<file path="src/rtl/vread_pkg.sv">
// Shared types and helpers for the burst read unit and its address generator.
package vread_pkg;

  typedef enum logic [1:0] {
    F_IDLE = 2'd0,
    F_REQ  = 2'd1,
    F_BEAT = 2'd2,
    F_GAP  = 2'd3
  } fetch_state_t;

  // Replace the top bank_w bits of an addr_w-bit address with the bank index.
  // When banking is off (or there are no bank bits) the address passes through.
  function automatic logic [31:0] bank_addr(
    input logic [31:0] bank,
    input logic [31:0] addr,
    input logic        en,
    input int unsigned addr_w,
    input int unsigned bank_w
  );
    logic [31:0] full_mask;
    logic [31:0] low_mask;
    logic [31:0] res;
    full_mask = (32'd1 << addr_w) - 32'd1;
    if (!en || bank_w == 0) begin
      res = addr & full_mask;
    end else begin
      low_mask = (32'd1 << (addr_w - bank_w)) - 32'd1;
      res = ((bank << (addr_w - bank_w)) | (addr & low_mask)) & full_mask;
    end
    return res;
  endfunction

  // Beats in the next burst: the remaining word count, capped at max_len.
  function automatic logic [8:0] min_len(
    input logic [31:0] remaining,
    input int unsigned max_len
  );
    logic [31:0] m;
    m = max_len;
    if (remaining < m) return remaining[8:0];
    return m[8:0];
  endfunction

endpackage

</file>
<file path="src/rtl/vread_strided_gen.sv">
// Strided address generator: after a start pulse it issues count consecutive
// memory accesses at start, start+incr, start+2*incr, ... (mod 2^ADDR_W).
module vread_strided_gen
  import vread_pkg::*;
#(
  parameter int ADDR_W = 10
) (
  input  logic              clk,
  input  logic              rst,
  input  logic              start,
  input  logic [ADDR_W-1:0] start_addr,
  input  logic [ADDR_W-1:0] incr,
  input  logic [ADDR_W:0]   count,
  output logic              mem_en,
  output logic [ADDR_W-1:0] addr,
  output logic              done
);

  localparam logic [ADDR_W:0] CNT_ONE = {{ADDR_W{1'b0}}, 1'b1};

  logic              busy;
  logic [ADDR_W:0]   left;
  logic [ADDR_W-1:0] addr_p0;
  logic [ADDR_W-1:0] incr_r;

  // Control: track how many accesses are still to be issued
  always_ff @(posedge clk) begin
    if (rst) begin
      busy <= 1'b0;
      left <= '0;
    end else if (start) begin
      busy <= (count != '0);
      left <= count;
    end else if (busy) begin
      left <= left - CNT_ONE;
      if (left == CNT_ONE) busy <= 1'b0;
    end
  end

  // Address stage: load the base on start, then step by the stride
  always_ff @(posedge clk) begin
    if (start) begin
      addr_p0 <= start_addr;
      incr_r  <= incr;
    end else if (busy) begin
      addr_p0 <= addr_p0 + incr_r;
    end
  end

  assign mem_en = busy;
  assign addr   = addr_p0;
  assign done   = ~busy;

endmodule

</file>
<file path="src/rtl/vread_burst.sv">
// Burst read unit: fetches size words from external memory in bursts of at
// most MAX_LEN beats into a rotating bank of the internal 2-port memory while
// a strided generator drains the previously filled bank to out0.
module vread_burst
  import vread_pkg::*;
#(
  parameter int DATA_W    = 32,
  parameter int ADDR_W    = 10,
  parameter int IO_ADDR_W = 32,
  parameter int BANK_W    = 1,
  parameter int MAX_LEN   = 16
) (
  input  logic                  clk,
  input  logic                  rst,
  input  logic                  run,
  output logic                  done,
  output logic                  databus_valid,
  input  logic                  databus_ready,
  output logic [IO_ADDR_W-1:0]  databus_addr,
  output logic [7:0]            databus_len,
  input  logic [DATA_W-1:0]     databus_rdata,
  input  logic                  databus_last,
  output logic [DATA_W-1:0]     databus_wdata,
  output logic [DATA_W/8-1:0]   databus_wstrb,
  output logic                  ext_2p_write_0,
  output logic [ADDR_W-1:0]     ext_2p_addr_out_0,
  output logic [DATA_W-1:0]     ext_2p_data_out_0,
  output logic                  ext_2p_read_0,
  output logic [ADDR_W-1:0]     ext_2p_addr_in_0,
  input  logic [DATA_W-1:0]     ext_2p_data_in_0,
  output logic [DATA_W-1:0]     out0,
  output logic                  out_valid,
  input  logic [IO_ADDR_W-1:0]  ext_addr,
  input  logic [ADDR_W-1:0]     int_addr,
  input  logic [ADDR_W:0]       size,
  input  logic                  bank_en,
  input  logic [ADDR_W-1:0]     rd_start,
  input  logic [ADDR_W-1:0]     rd_incr,
  input  logic [ADDR_W:0]       rd_count
);

  localparam int            BW       = (BANK_W == 0) ? 1 : BANK_W;
  localparam int            BYTES    = DATA_W / 8;
  localparam int            RW       = ADDR_W + 1;
  localparam logic [BW-1:0] BANK_ONE = BW'(1);

  fetch_state_t          state;
  fetch_state_t          state_n;

  logic [ADDR_W:0]       remaining;
  logic [ADDR_W:0]       rem_after;
  logic [IO_ADDR_W-1:0]  addr_r;
  logic [7:0]            len_r;
  logic [8:0]            req_cnt;
  logic [ADDR_W-1:0]     wr_ptr;
  logic [BW-1:0]         bank;
  logic [BW-1:0]         rd_bank;
  logic                  bank_en_r;

  logic                  accept;
  logic                  beat;
  logic                  burst_end;

  logic                  wr_vld_p1;
  logic [ADDR_W-1:0]     wr_addr_p1;
  logic [DATA_W-1:0]     wr_data_p1;
  logic                  rd_vld_p1;

  logic                  gen_en;
  logic                  gen_done;
  logic [ADDR_W-1:0]     gen_addr;

  assign accept    = run & done;
  assign beat      = databus_valid & databus_ready;
  assign burst_end = beat & databus_last;

  // A burst that ends early on databus_last still retires its full requested
  // count, so the address and remaining count follow the request, not the bus.
  assign req_cnt   = {1'b0, len_r} + 9'd1;
  assign rem_after = remaining - RW'(req_cnt);
  assign rd_bank   = bank - BANK_ONE;

  assign done = (state == F_IDLE) & ~wr_vld_p1 & gen_done & ~rd_vld_p1;

  // Fetch FSM state register
  always_ff @(posedge clk) begin
    if (rst) state <= F_IDLE;
    else     state <= state_n;
  end

  // Fetch FSM next state and bus request
  always_comb begin
    state_n       = state;
    databus_valid = 1'b0;
    case (state)
      F_IDLE: begin
        if (accept && size != '0) state_n = F_REQ;
      end
      F_REQ: begin
        databus_valid = 1'b1;
        if (burst_end)          state_n = (rem_after != '0) ? F_GAP : F_IDLE;
        else if (databus_ready) state_n = F_BEAT;
      end
      F_BEAT: begin
        databus_valid = 1'b1;
        if (burst_end) state_n = (rem_after != '0) ? F_GAP : F_IDLE;
      end
      F_GAP: begin
        state_n = F_REQ;
      end
      default: state_n = F_IDLE;
    endcase
  end

  // Transfer bookkeeping: config latch, burst address/length, bank rotation
  always_ff @(posedge clk) begin
    if (rst) begin
      remaining <= '0;
      addr_r    <= '0;
      len_r     <= '0;
      wr_ptr    <= '0;
      bank      <= '0;
      bank_en_r <= 1'b0;
    end else if (accept) begin
      remaining <= size;
      addr_r    <= ext_addr;
      len_r     <= (size == '0) ? 8'd0 : 8'(min_len(32'(size), MAX_LEN) - 9'd1);
      wr_ptr    <= int_addr;
      bank_en_r <= bank_en;
      if (bank_en && BANK_W != 0) bank <= bank + BANK_ONE;
      else                        bank <= '0;
    end else begin
      if (beat) wr_ptr <= wr_ptr + 1'b1;
      if (burst_end) begin
        remaining <= rem_after;
        addr_r    <= addr_r + IO_ADDR_W'(req_cnt) * IO_ADDR_W'(BYTES);
        if (rem_after != '0)
          len_r <= 8'(min_len(32'(rem_after), MAX_LEN) - 9'd1);
      end
    end
  end

  // Stage p1 valids: write strobe one cycle after a beat, out_valid one
  // cycle after a read (memory latency)
  always_ff @(posedge clk) begin
    if (rst) begin
      wr_vld_p1 <= 1'b0;
      rd_vld_p1 <= 1'b0;
    end else begin
      wr_vld_p1 <= beat;
      rd_vld_p1 <= gen_en;
    end
  end

  // Stage p1 write data: capture the beat and its banked address
  always_ff @(posedge clk) begin
    if (beat) begin
      wr_data_p1 <= databus_rdata;
      wr_addr_p1 <= ADDR_W'(bank_addr(32'(bank), 32'(wr_ptr), bank_en_r, ADDR_W, BANK_W));
    end
  end

  vread_strided_gen #(
    .ADDR_W (ADDR_W)
  ) u_gen (
    .clk        (clk),
    .rst        (rst),
    .start      (accept),
    .start_addr (rd_start),
    .incr       (rd_incr),
    .count      (rd_count),
    .mem_en     (gen_en),
    .addr       (gen_addr),
    .done       (gen_done)
  );

  assign databus_addr      = addr_r;
  assign databus_len       = len_r;
  assign databus_wdata     = '0;
  assign databus_wstrb     = '0;

  assign ext_2p_write_0    = wr_vld_p1;
  assign ext_2p_addr_out_0 = wr_addr_p1;
  assign ext_2p_data_out_0 = wr_data_p1;

  assign ext_2p_read_0     = gen_en;
  assign ext_2p_addr_in_0  = ADDR_W'(bank_addr(32'(rd_bank), 32'(gen_addr), bank_en_r, ADDR_W, BANK_W));

  assign out0              = ext_2p_data_in_0;
  assign out_valid         = rd_vld_p1;

endmodule
</file>
<file path="config.mk">
export PLATFORM = sky130hd
export DESIGN_NAME = vread_burst
export DESIGN_NICKNAME = d
export VERILOG_FILES = /design/src/rtl/vread_pkg.sv /design/src/rtl/vread_strided_gen.sv /design/src/rtl/vread_burst.sv
export SDC_FILE = /design/constraint.sdc
export NUM_CORES = 1
export LEC_CHECK = 0
export CAP_MARGIN = 10
export CORE_MARGIN = 8
export CORE_UTILIZATION = 35
export CTS_BUF_LIST = sky130_fd_sc_hd__clkbuf_8
export DETAILED_ROUTE_END_ITERATION = 6
export GPL_TIMING_DRIVEN = 0
export PLACE_DENSITY_LB_ADDON = 0.12
export SKIP_LAST_GASP = 1
export SLEW_MARGIN = 20
export SYNTH_ARGS = -nofsm -noshare
export SYNTH_HDL_FRONTEND = slang
export SYNTH_SLANG_ARGS = --single-unit
</file>
<file path="constraint.sdc">
create_clock -name clk -period 4.35 [get_ports clk]
set_input_delay 0.435 -clock clk [delete_from_list [all_inputs] [get_ports clk]]
set_output_delay 0.435 -clock clk [all_outputs]
set_load 0.005 [all_outputs]
</file>
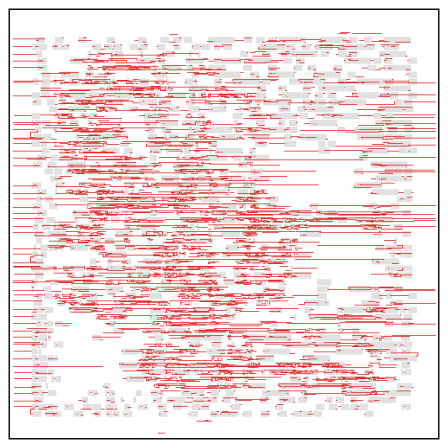
layer_met1.png
Cells faint in the background.
longest straight run: 49.2 µm
nets with wire on the layer: 1,220
main direction: horizontal
wire length on this layer: 11,600 µm
share of all routed wire: 44%
GR met1 Demand/Resource: 22.5%
vias: 7,254
Routed WL: 26,400 µm

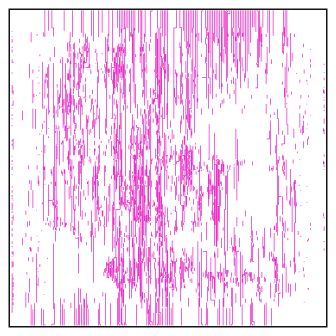
layer_met2.png
share of all routed wire: 46%
wire length on this layer: 12,200 µm
GR Layer Usage met2: 29.7%

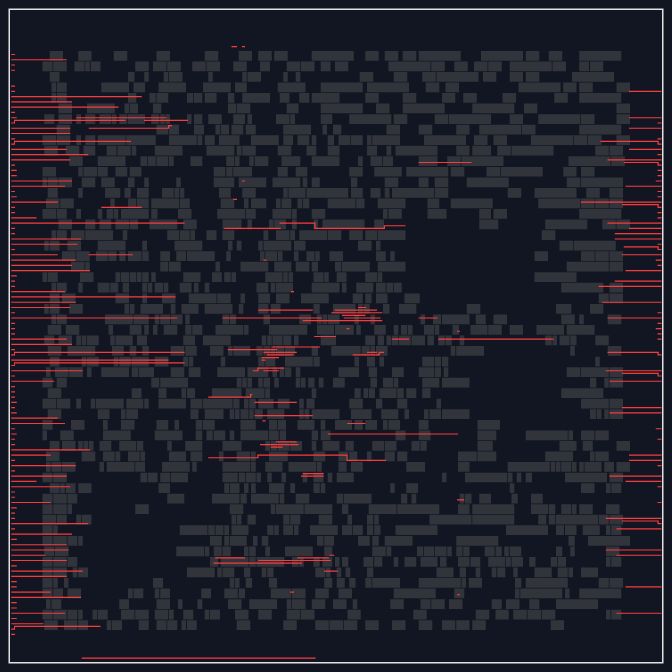
layer_met3.png
Cells faint in the background.
longest straight run: 60.0 µm
main direction: horizontal
nets with wire on the layer: 212
wire length on this layer: 2,170 µm
met3 Track Usage GR: 6.38%

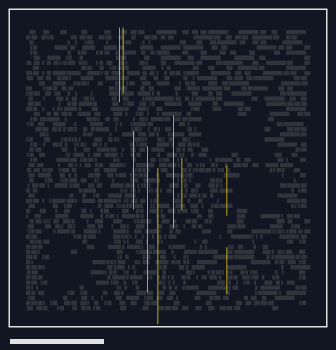
layer_met4.png
Bar = 50 µm. Cells faint in the background.
longest straight run: 83.0 µm
wire length on this layer: 415 µm

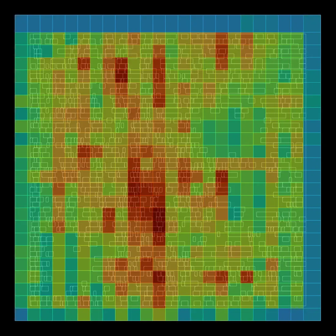
congestion.png
busiest layer in global routing: met2
All-Layer GR Usage: 18.2%

==> flow_summary.json <==
{
  "outcome": "finished, final reports clean",
  "fin_tns_setup_ns": 0,
  "lay_top_count": "clkdlybuf4s50_1",
  "seq_power_share_pct": 32.4,
  "cts-root-buf": "clkbuf_8",
  "wire_per_inst_um": 17.9,
  "grt_max_degree": 31,
  "clkPwrFrac_pct": 15.7,
  "timing.fmax_mhz": 247,
  "hold_violations": 0,
  "drive_above_1_share_pct": 13.2,
  "p_leak_nw": 4.39,
  "overflow": 0,
  "dr.pass1.iters": 5,
  "postSynthAreaPerCell_um2": 9.39,
  "dp.cells": 1434,
  "hold_ws_ns": 0.459,
  "dieHeight_um": 168,
  "port_buffers": 249,
  "yosysWarnings": 0,
  "cts_tree": "built",
  "clk_latency_ns": 0.45,
  "switching_share_pct": 41.3,
  "h-tree-depth": 4,
  "fin_cells": 1470
}
[final cells by class]
type                       instances  area, µm²  area share, %
multi-input combinational        603       3900           33.8
sequential                       141       3450           29.9
timing repair buffer             254       2540           22.0
buffer                           115        757           6.56
tap                              285        357           3.09
clock buffer                      17        234           2.03
inverter                          40        150           1.30
clock inverter                    15        146           1.27
[worst paths after layout]
kind / startpoint / endpoint / cells after the start
max: databus_len[4] / databus_len[4] / 19
min: databus_addr[1] / databus_addr[1] / 2
max reg2reg: databus_len[4] / databus_len[4] / 19
min reg2reg: databus_addr[1] / databus_addr[1] / 2
[per-layer routing]
metal / vias to the layer above / part of all wire [%]
met5: - / 0
met4: 0 / 1.6
met3: 20 / 8.2
met2: 278 / 46
met1: 3336 / 44
li1: 3620 / -
